<file path="src/rtl/lc3_operate_sequencer.sv">
// Issue/writeback sequencer for LC-3 ADD/AND/NOT. It owns the R0-R7 register file,
// drives operands to an external ALU and commits the ALU result with N/Z/P updates.
module lc3_operate_sequencer #(
    parameter int NREG  = 8,
    parameter int WIDTH = 16
) (
    input  logic             clk,
    input  logic             reset,
    input  logic             instr_valid,
    input  logic [15:0]      instr,
    output logic             instr_ready,
    output logic [WIDTH-1:0] OPA,
    output logic [WIDTH-1:0] OPB,
    output logic [1:0]       ALUK,
    input  logic [WIDTH-1:0] alu_out,
    output logic             wb_valid,
    output logic [2:0]       wb_dr,
    output logic [WIDTH-1:0] wb_data,
    output logic             N,
    output logic             Z,
    output logic             P,
    output logic             illegal,
    input  logic [2:0]       dbg_addr,
    output logic [WIDTH-1:0] dbg_data
);

    localparam logic [1:0] S_IDLE = 2'd0;
    localparam logic [1:0] S_READ = 2'd1;
    localparam logic [1:0] S_EXEC = 2'd2;
    localparam logic [1:0] S_WB   = 2'd3;

    localparam logic [3:0] OP_ADD = 4'b0001;
    localparam logic [3:0] OP_AND = 4'b0101;
    localparam logic [3:0] OP_NOT = 4'b1001;

    localparam logic [1:0] K_ADD  = 2'b00;
    localparam logic [1:0] K_AND  = 2'b01;
    localparam logic [1:0] K_NOT  = 2'b10;
    localparam logic [1:0] K_PASS = 2'b11;

    logic [1:0]       r_state;
    logic [15:0]      r_ir;
    logic [WIDTH-1:0] r_regs [NREG];

    logic             w_handshake;
    logic             w_is_operate;
    logic [WIDTH-1:0] w_imm5;
    logic             w_result_zero;

    assign instr_ready   = (r_state == S_IDLE);
    assign w_handshake   = instr_valid && instr_ready;
    assign w_is_operate  = (instr[15:12] == OP_ADD) || (instr[15:12] == OP_AND) ||
                           (instr[15:12] == OP_NOT);
    assign w_imm5        = {{(WIDTH-5){r_ir[4]}}, r_ir[4:0]};
    assign w_result_zero = (wb_data == '0);
    assign dbg_data      = r_regs[dbg_addr];

    // wb_data doubles as the captured ALU result; it is written into R[wb_dr] in WB.
    // NOTE: non-blocking assignments throughout so every register samples pre-edge values.
    always_ff @(posedge clk) begin
        if (reset) begin
            r_state  <= S_IDLE;
            r_ir     <= '0;
            OPA      <= '0;
            OPB      <= '0;
            ALUK     <= K_PASS;
            wb_valid <= 1'b0;
            wb_dr    <= '0;
            wb_data  <= '0;
            N        <= 1'b0;
            Z        <= 1'b1;
            P        <= 1'b0;
            illegal  <= 1'b0;
            // NOTE: the register file is architectural state that must read zero after reset,
            // so it is cleared here instead of being left as an uninitialised memory.
            for (int i = 0; i < NREG; i++) begin
                r_regs[i] <= '0;
            end
        end else begin
            wb_valid <= 1'b0;
            illegal  <= 1'b0;
            case (r_state)
                S_IDLE: begin
                    if (w_handshake) begin
                        r_ir <= instr;
                        if (w_is_operate) begin
                            r_state <= S_READ;
                        end else begin
                            illegal <= 1'b1;
                        end
                    end
                end
                S_READ: begin
                    OPA <= r_regs[r_ir[8:6]];
                    OPB <= r_ir[5] ? w_imm5 : r_regs[r_ir[2:0]];
                    case (r_ir[15:12])
                        OP_NOT: begin
                            OPB  <= '0;
                            ALUK <= K_NOT;
                        end
                        OP_AND:  ALUK <= K_AND;
                        default: ALUK <= K_ADD;
                    endcase
                    r_state <= S_EXEC;
                end
                S_EXEC: begin
                    wb_data  <= alu_out;
                    wb_dr    <= r_ir[11:9];
                    wb_valid <= 1'b1;
                    ALUK     <= K_PASS;
                    r_state  <= S_WB;
                end
                S_WB: begin
                    r_regs[wb_dr] <= wb_data;
                    N             <= wb_data[WIDTH-1];
                    Z             <= w_result_zero;
                    P             <= !wb_data[WIDTH-1] && !w_result_zero;
                    r_state       <= S_IDLE;
                end
                default: r_state <= S_IDLE;
            endcase
        end
    end

endmodule
</file>
<file path="config.mk">
export PLATFORM = sky130hd
export DESIGN_NAME = lc3_operate_sequencer
export DESIGN_NICKNAME = d
export VERILOG_FILES = /design/src/rtl/lc3_operate_sequencer.sv
export SDC_FILE = /design/constraint.sdc
export NUM_CORES = 1
export LEC_CHECK = 0
export CORE_MARGIN = 2
export CORE_UTILIZATION = 40
export CTS_CLUSTER_DIAMETER = 50
export CTS_CLUSTER_SIZE = 25
export DETAILED_ROUTE_END_ITERATION = 6
export SYNTH_ARGS = -nofsm -noshare
export SYNTH_HDL_FRONTEND = slang
export SYNTH_SLANG_ARGS = --single-unit
export TNS_END_PERCENT = 30
</file>
<file path="constraint.sdc">
create_clock -name clk -period 2.25 [get_ports clk]
set_input_delay 0.5625 -clock clk [delete_from_list [all_inputs] [get_ports clk]]
set_output_delay 0.5625 -clock clk [all_outputs]
set_load 0.02 [all_outputs]
</file>
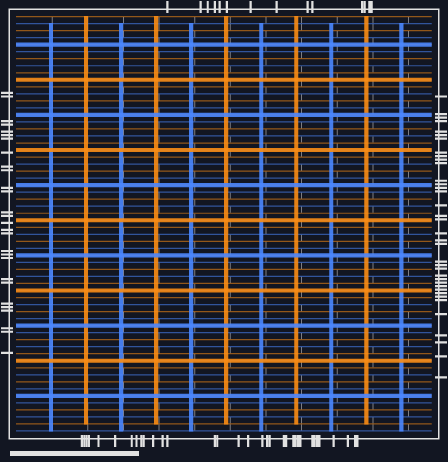
**Above:** run 1 (supply network).
Bar = 50 um. Pins as bars on the die edge. Tap cells in gray.
| color | net |
|---|---|
| blue | VSS |
| orange | VDD |
signal pins: 113
met5 straps: 11
rows: 59

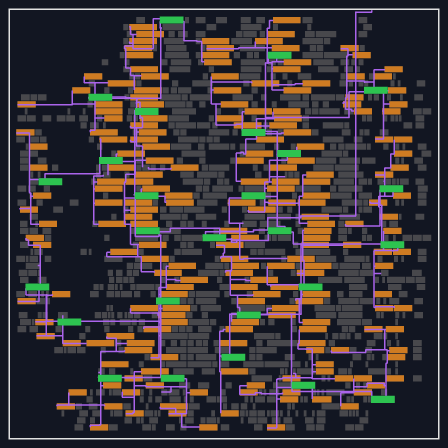
**Above:** run 1 (clock wires, drivers and flops).
[green] cells driving clock nets | count: 26
[orange] flip-flops | count: 207
[purple] clock wires | length: 2680 um
flops lie: all over the die
routed clock nets: 27

==> run_results.csv, run 1 <==
group,metric,value,unit
sta,rsz0062_at_grt,"true",
cells_and_area,buffers,250,
cells_and_area,final_cells,1336,
detailed_routing,route.detailed.drc,0,
cells_and_area,layout.nonclk_buf_frac,0.171,
global_routing,antenna_found_initial,0,
floorplan,chipArea,0.0275,mm2
global_routing,overflow,0,
cells_and_area,comb.multi_input.count,491,
detailed_routing,vias,7416,
cells_and_area,nets,1024,
cells_and_area,lay_top_count,"and2_1",
setup_path,required,1690,ps
cells_and_area,regArea,0.00543,mm2
flow_run,maxCapViolCount,0,
floorplan,fp_util,0.405,
floorplan,io_pins,113,
clock_network,cts_setup_buffers,22,
detailed_routing,drtAntennaViolNets,0,
run_status,violations,"setup timing",
sta,slew_headroom,0.592,
cells_and_area,fin_area,0.0140,mm2
detailed_routing,drt-total-wl,30000,um
cells_and_area,num-clock-buffers,27,
cells_and_area,largest_class,"flip-flops and latches",
sta,tns,-2550,ps
setup_path,rr_startpoint,"r_state[1]",
floorplan,core_area,0.0258,mm2
sta,period_needed,2440,ps
power,vdd_drop_max,581,uV
synthesis,yosysTopAreaCell,"edfxtp_1",
place,pre_cts_slack,-838,ps
cells_and_area,clock_cell_area_share,0.0664,
synthesis,synth_cell_types,41,
run_status,status,"complete, but fails checks",
cells_and_area,layout-drive-gt1-share,0.316,
cells_and_area,layout_top_cells,"129 x and2_1, 128 x edfxtp_1, 122 x buf_4, 87 x clkdlybuf4s50_1, 79 x mux4_2",
synthesis,synth_top_area_share,0.367,
clock_network,cts_root_buffer,"clkbuf_16",
floorplan,tap_cells,335,
setup_path,endpoint_kind,"output port",
synthesis,syn-mean-instance-area,13.8,um2
sta,finalHoldViolCount,0,
synthesis,yosys_cells,761,
hold_path,hold_path_depth,3,
place,gp_congestion,0.851,
cells_and_area,nFillCells,2154,
cells_and_area,fin_util,0.540,
sta,max_freq,0.409,GHz
sta,whs,440,ps
sta,drv_slew,0,
clock_network,cts_sinks,207,
detailed_routing,wl_per_cell,22.5,um
floorplan,die_w,166,um
global_routing,grt_pass1_vias,7497,
global_routing,grt_max_degree,48,
setup_path,arrival,1880,ps
cells_and_area,antenna_cells,0,
setup_path,crit_path_start_kind,"flip-flop",
hold_path,min_path_type,"in -> reg",
synthesis,flop_cell,"edfxtp_1",
global_routing,grt_first_pass_wirelength,45400,um
global_routing,grt.total_usage,0.216,
clock_network,cts_tree,"done",
sta,finalClockSkew,21.0,ps
clock_network,clkTransAtPathRegs,60,ps
clock_network,cts_hold_buffers,0,
place,placed_cell_area,0.0126,mm2
cells_and_area,logic_area,0.00477,mm2
synthesis,syn_inst,761,
cells_and_area,sh_comb_area,0.342,
power,power_density,914,mW/mm2
synthesis,yosys.stat.seqShare,0.518,
floorplan,die_y,166,um
synthesis,yosysWarningCount,0,
sta,timing.final.ws_setup,-194,ps
cells_and_area,sh_seq_area,0.389,
clock_network,insertion_delay,540,ps
synthesis,synth_nets,804,
clock_network,numCtsBuffers,26,
sta,setup_violations,16,
place,dp_cells,1255,
synthesis,topCellsByArea,"edfxtp_1 37%, mux4_2 17%, dfxtp_1 15%, and2_1 7.7%, mux4_1 4.3%",
synthesis,async_flop_share,0,
cells_and_area,area_growth,33.3,%
detailed_routing,viasPerCell,5.55,
setup_path,path_class,"reg -> out",
clock_network,clockBufferDepth,3,
hold_path,min-delay-start,"reset",
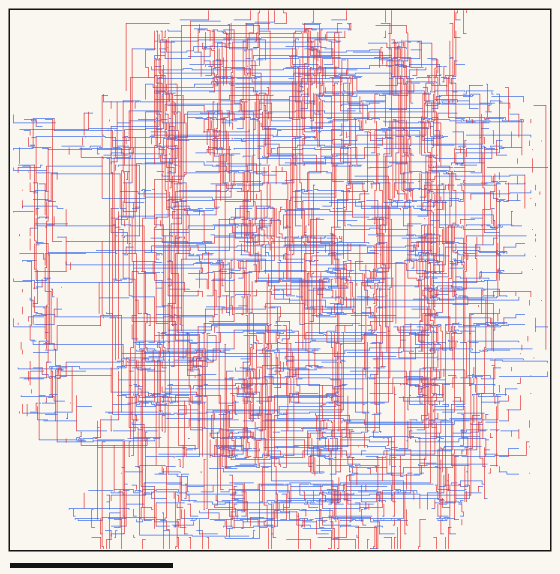
**Above:** run 1 (metal layers overlaid).
Bar = 50 um. Only two layers are drawn.
| color | layer | wire length |
|---|---|---|
| blue | met1 | 13000 um |
| red | met2 | 13900 um |

==> run 1: report_power, final <==
| group | leakage (nW) | internal, mW | switching, mW |
|---|---|---|---|
| logic | 2.91 | 1.77 | 1.89 |
| clock network | 0.436 | 2.60 | 1.78 |
| registers | 1.97 | 4.45 | 0.274 |
==> run 1: registers in the layout, indices dropped and copies added, names as in the netlist, 2 cells and up, named ones only <==
signal   cells
ALUK         2
wb_dr        3
r_regs     128
OPA         16
r_state      2
OPB         16
r_ir        16
wb_data     16
==> run 1: synth_stat cells (3+ instances only) <==
library cell	number
ha_1	5
mux4_2	79
mux4_1	17
a21oi_1	30
a221o_1	12
o22ai_1	16
clkbuf_1	31
buf_4	8
nand2_1	42
buf_1	4
nand3b_1	3
or2_2	9
nand2b_1	16
buf_2	11
mux2_2	20
and2_1	129
mux2i_1	24
o21ai_1	4
buf_6	3
edfxtp_1	128
inv_1	5
dfxtp_1	79
nor2_1	45
nor3_1	20
==> run 1: logic make-up after synthesis <==
kind of cell               synth area share
and+or+nand+nor                       0.146
muxes                                 0.257
buffers and inverters                0.0305
DFF                                   0.518
adders and majority gates           0.00598
AOI/OAI and AO/OA                    0.0422
==> run 1: layer usage <==
metal	GRT usage	share of wire	routed length [um]
met5	0	0	0
met4	0.0514	0.020	592
met3	0.0469	0.085	2540
met2	0.342	0.46	13900
met1	0.305	0.43	13000
==> run 1: critical path, stage by stage (launching register included) <==
cell and delay [ps]:
edfxtp_1 430, mux4_2 490, mux2_4 300, buf_6 140
==> run 1: final timing paths <==
path,endpoint,slack [ps]
setup / recovery,dbg_data[13],-190
hold / removal,Z,440
setup reg to reg,r_regs[7][12],260
hold reg to reg,OPB[0],450
## Run 2: what changed since run 1
--- a/config.mk
+++ b/config.mk
@@ -10,6 +10,7 @@
 export CTS_CLUSTER_DIAMETER = 50
 export CTS_CLUSTER_SIZE = 25
 export DETAILED_ROUTE_END_ITERATION = 6
+export MAX_ROUTING_LAYER = met4
 export SYNTH_ARGS = -nofsm -noshare
 export SYNTH_HDL_FRONTEND = slang
 export SYNTH_SLANG_ARGS = --single-unit
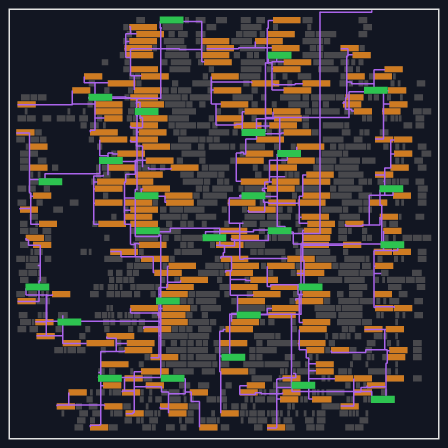
**Above:** run 2 (clock wires, drivers and flops).
[green] cells driving clock nets | count: 26
[orange] flip-flops | count: 207
[purple] clock wires | length: 2690 um
routed clock nets: 27

==> run 2 against run 1 <==
Against the previous run:
- the run still ends with setup timing left
- critical path type unchanged
- worst hold slack improved by 2.3 ps
- maximum frequency decreased by 0.46%
- count of clock-buffer cells in the layout unchanged
- highest routed layer unchanged
==> run_results.csv, run 2 <==
group,metric,value,unit
synthesis,synth_top_area_share,0.367,
synthesis,syn-mean-instance-area,13.8,um2
global_routing,antenna_found_initial,0,
power,power_density,914,mW/mm2
cells_and_area,antenna_cells,0,
hold_path,min-delay-start,"reset",
setup_path,required,1690,ps
synthesis,flop_cell,"edfxtp_1",
detailed_routing,highest_layer,"met4",
synthesis,yosysTopAreaCell,"edfxtp_1",
sta,rsz0062_at_grt,"true",
clock_network,clockBufferDepth,3,
cells_and_area,area_growth,33.3,%
cells_and_area,lay_top_count,"and2_1",
sta,timing.final.ws_setup,-205,ps
sta,finalHoldViolCount,0,
cells_and_area,nets,1024,
sta,finalClockSkew,18.3,ps
cells_and_area,max_flop_register,"r_regs",
global_routing,grt.total_usage,0.222,
detailed_routing,viasPerCell,5.54,
global_routing,grt_pass1_vias,7500,
floorplan,die_y,166,um
synthesis,ys_sh_simple,0.146,
synthesis,yosys_cells,761,
detailed_routing,drt-total-wl,30000,um
synthesis,topCombFamilyByArea,"multiplexers",
clock_network,insertion_delay,540,ps
setup_path,arrival,1890,ps
sta,period_needed,2450,ps
detailed_routing,wl_met3,2290,um
cells_and_area,layout_top_cells,"129 x and2_1, 128 x edfxtp_1, 122 x buf_4, 87 x clkdlybuf4s50_1, 79 x mux4_2",
synthesis,ys_top_cells_by_count,"129 x and2_1, 128 x edfxtp_1, 79 x dfxtp_1, 79 x mux4_2, 45 x nor2_1",
clock_network,numCtsBuffers,26,
setup_path,cp_cell_sequence,"mux4_2 > mux2_4 > buf_6",
detailed_routing,wl_per_cell,22.4,um
synthesis,topCellsByArea,"edfxtp_1 37%, mux4_2 17%, dfxtp_1 15%, and2_1 7.7%, mux4_1 4.3%",
cells_and_area,logic_area,0.00477,mm2
global_routing,overflow,0,
detailed_routing,route.detailed.drc,0,
clock_network,cts_root_buffer,"clkbuf_16",
setup_path,crit_path_start_kind,"flip-flop",
power,vdd_drop_max,580,uV
setup_path,rr_startpoint,"r_state[1]",
sta,drv_slew,0,
synthesis,adder_share,0.00598,
setup_path,path_class,"reg -> out",
clock_network,cts_sinks,207,
floorplan,chipArea,0.0275,mm2
synthesis,ys_sh_mux,0.257,
run_status,status,"complete, but fails checks",
hold_path,min_path_type,"in -> reg",
synthesis,yosysMostFrequentCell,"and2_1",
place,gp_congestion,0.865,
detailed_routing,dr_wl_met2,13900,um
sta,whs,442,ps
synthesis,synth_cell_types,41,
run_status,violations,"setup timing",
clock_network,cts_hold_buffers,0,
sta,max_freq,0.407,GHz
cells_and_area,layout-drive-gt1-share,0.316,
clock_network,clkTransAtPathRegs,60,ps
detailed_routing,drtAntennaViolNets,0,
floorplan,die_w,166,um
floorplan,core_area,0.0258,mm2
setup_path,endpoint_kind,"output port",
detailed_routing,wl_met1,13200,um
cells_and_area,regArea,0.00543,mm2
global_routing,grt_max_degree,48,
sta,slew_headroom,0.583,
detailed_routing,vias,7397,
clock_network,cts_tree,"done",
sta,setup_violations,16,
synthesis,yosys.stat.seqShare,0.518,
setup_path,cp_top_family,"multiplexers",
setup_path,critPathMaxStageDelay,500,ps
setup_path,slowest_stage,"mux4_2",
run 2: cell counts after synthesis:
No cell type changed its count.
run 2: final cells by class:
type                       count  area share
sequential                   207       0.389
multi-input combinational    491       0.342
timing repair buffer         250       0.171
clock buffer                  27      0.0484
tap                          335      0.0300
clock inverter                21      0.0179
inverter                       5     0.00135
run 2: kinds of logic (layout without fill, tap and decap cells):
group,after synthesis,after routing
and+or+nand+nor,277,277
DFF,207,207
muxes,140,140
AOI/OAI and AO/OA,69,69
buffers and inverters,63,303
adders and majority gates,5,5
run 2: stage by stage:
step / utilization / std cells / worst slack (ps)
after floorplan: - / 761 / 9.57
after global placement: 0.489 / 1255 / -808
after detailed placement: 0.489 / 1255 / -838
after CTS: 0.536 / 1329 / -191
after global routing: 0.540 / 1336 / -229
final: 0.540 / 1336 / -205
run 2: worst paths after layout:
| path | end | slack (ps) | cells after the start |
|---|---|---|---|
| worst max register to register | r_regs[3][12] | 250 | 4 |
| worst min register to register | OPB[0] | 450 | 2 |
| worst max-delay path | dbg_data[13] | -200 | 3 |
| worst min-delay path | Z | 440 | 3 |
run 2: report_power, final:
group	switching (mW)	internal, mW
combinational	1.89	1.77
sequential	0.275	4.45
clock	1.78	2.60
total	3.94	8.81
run 2: metal layers:
layer / GRT usage / vias to the layer above
met2: 0.342 / 312
met1: 0.307 / 3700
met5: - / -
met4: 0.0514 / 0
met3: 0.0453 / 49
li1: - / 3336
run 2: worst reg2reg max path: stages, from the launching register on:
cell and delay, ps:
dfxtp_1 370, ha_1 350, nand2b_1 200, nor2_1 170
or2_2 540
run 2: timing repair:
item,CTS,global route
endpoints found under the setup margin,20,18
endpoints found under the hold margin,0,0
resized,106,17
gates cloned,4,0
buffers inserted,22,7
## Run 3: what changed since run 2
--- a/config.mk
+++ b/config.mk
@@ -5,12 +5,15 @@
 export SDC_FILE = /design/constraint.sdc
 export NUM_CORES = 1
 export LEC_CHECK = 0
+export CELL_PAD_IN_SITES_DETAIL_PLACEMENT = 1
+export CELL_PAD_IN_SITES_GLOBAL_PLACEMENT = 2
 export CORE_MARGIN = 2
-export CORE_UTILIZATION = 40
+export CORE_UTILIZATION = 36
 export CTS_CLUSTER_DIAMETER = 50
 export CTS_CLUSTER_SIZE = 25
 export DETAILED_ROUTE_END_ITERATION = 6
 export MAX_ROUTING_LAYER = met4
+export PLACE_DENSITY_LB_ADDON = 0.1
 export SYNTH_ARGS = -nofsm -noshare
 export SYNTH_HDL_FRONTEND = slang
 export SYNTH_SLANG_ARGS = --single-unit
==> run 3 against run 2 <==
Against the previous run:
- the run still ends with setup timing left
- maximum frequency barely moved
- first-iteration DRC count fell by 25%
- register-to-register slack improved by 30 ps
- die area rose by 11%
- non-clock buffer count rose by 15
- via count rose by 1.2%
==> run_results.csv, run 3 <==
group,metric,value,unit
run_status,status,"complete, but fails checks",
run_status,violations,"setup timing",
floorplan,io_pins,113,
hold_path,hold_path_depth,2,
detailed_routing,highest_layer,"met4",
sta,period_needed,2460,ps
synthesis,yosysWarningCount,0,
power,sw_frac_of_total,0.320,
clock_network,postCtsResizedCells,104,
detailed_routing,drt-total-wl,33700,um
floorplan,core_area,0.0286,mm2
power,power.group.top,"registers",
power,switchingPower,4.13,mW
synthesis,flop_cell,"edfxtp_1",
global_routing,overflow,0,
cells_and_area,lay_top_count,"buf_4",
synthesis,synth_cell_types,41,
synthesis,ys_top_cells_by_count,"129 x and2_1, 128 x edfxtp_1, 79 x dfxtp_1, 79 x mux4_2, 45 x nor2_1",
power,pwr-share-comb,0.287,
global_routing,gr-usage-met2,0.382,
setup_path,rr_startpoint,"r_state[1]",
floorplan,die_w,174,um
power,p_clk,4.45,mW
synthesis,yosys.stat.seqShare,0.518,
hold_path,min_path_type,"reg -> reg",
setup_path,required,1690,ps
sta,tns,-2890,ps
clock_network,numCtsBuffers,27,
clock_network,clkTransAtPathRegs,60,ps
global_routing,globalRouteMet1Util,0.300,
synthesis,yosysTopAreaCell,"edfxtp_1",
detailed_routing,wl_met3,1730,um
detailed_routing,wl_met1,14700,um
detailed_routing,drtAntennaViolNets,0,
setup_path,endpoint_kind,"output port",
detailed_routing,vias,7487,
floorplan,die_y,174,um
cells_and_area,nFillCells,2852,
floorplan,chipArea,0.0304,mm2
global_routing,grt.total_usage,0.230,
setup_path,arrival,1890,ps
sta,max_freq,0.407,GHz
synthesis,syn_inst,761,
power,vdd_drop_max,526,uV
synthesis,yosys_cells,761,
power,pwr-share-seq,0.369,
synthesis,async_flop_share,0,
sta,drv_slew,0,
global_routing,antenna_found_initial,0,
sta,timing.final.ws_setup,-206,ps
synthesis,syn-mean-instance-area,13.8,um2
detailed_routing,dr_wl_met2,16600,um
place,gp_congestion,0.809,
synthesis,yosysMostFrequentCell,"and2_1",
detailed_routing,route.detailed.drc,0,
clock_network,clockBufferDepth,3,
cells_and_area,logic_area,0.00476,mm2
sta,setup_violations,16,
cells_and_area,nets,1040,
setup_path,path_class,"reg -> out",
==> run 3: cell types whose count changed in the layout (fill, tap and decap cells not counted), sizes merged <==
cell and delta:
buf +15, bufinv -2, clkbuf +2, clkdlybuf4s50 -1, clkinv -4, clkinvlp -3
diode +1, dlygate4sd2 +1, inv +8
==> run 3: worst max-delay path by stage <==
stage               slack [ps]            to  cells after the start
finish                    -210   dbg_data[8]                      3
global route              -240  dbg_data[14]                      3
global placement          -810  dbg_data[14]                      5
CTS                       -220  dbg_data[15]                      3
floorplan                   10  dbg_data[11]                      4
detailed placement        -840  dbg_data[13]                      5
==> run 3: cell families after synthesis <==
| group | Yosys count | share of synthesized area |
|---|---|---|
| buffers and inverters | 63 | 0.0305 |
| adders and majority gates | 5 | 0.00598 |
| muxes | 140 | 0.257 |
| AOI/OAI and AO/OA | 69 | 0.0422 |
| and+or+nand+nor | 277 | 0.146 |
| DFF | 207 | 0.518 |
==> run 3: through the flow <==
| step | power (mW) | util | std cells | cell area [um2] |
|---|---|---|---|---|
| floorplan | 6.89 | - | 761 | 10500 |
| finish | 12.9 | 0.494 | 1402 | 14100 |
| detailed placement | 8.47 | 0.448 | 1315 | 12800 |
| global route | 13.4 | 0.494 | 1401 | 14100 |
| CTS | 13.0 | 0.491 | 1396 | 14100 |
| global placement | 8.38 | 0.448 | 1315 | 12800 |
==> run 3: layout make-up <==
class / count / area share
antenna: 1 / 0.000177
clock buffer: 29 / 0.0505
clock inverter: 20 / 0.0156
inverter: 5 / 0.00133
multi-input combinational: 491 / 0.337
sequential: 207 / 0.384
tap: 384 / 0.0340
timing repair buffer: 265 / 0.177
==> run 3: worst max-delay path, cell delays in order (launching register included) <==
cell	delay (ps)
edfxtp_1	440
mux4_2	490
mux2_4	290
buf_6	130
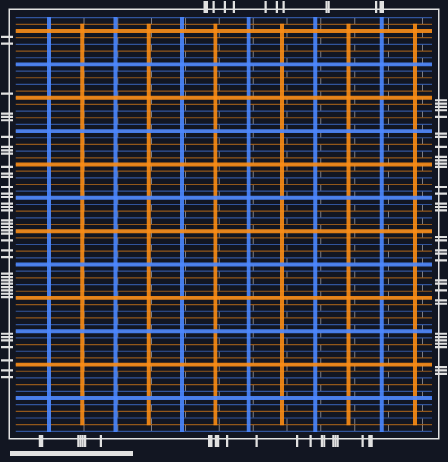
**Above:** run 3 (supply network).
Bar = 50 um. Pins as bars on the die edge. Tap cells in gray.
| color | net |
|---|---|
| orange | VDD |
| blue | VSS |
met4 straps: 12
met1 rails: 63
tap cells: 384
rows: 62
met5 straps: 12

Power figures rest on the tool's default switching activity, not on a simulated workload.
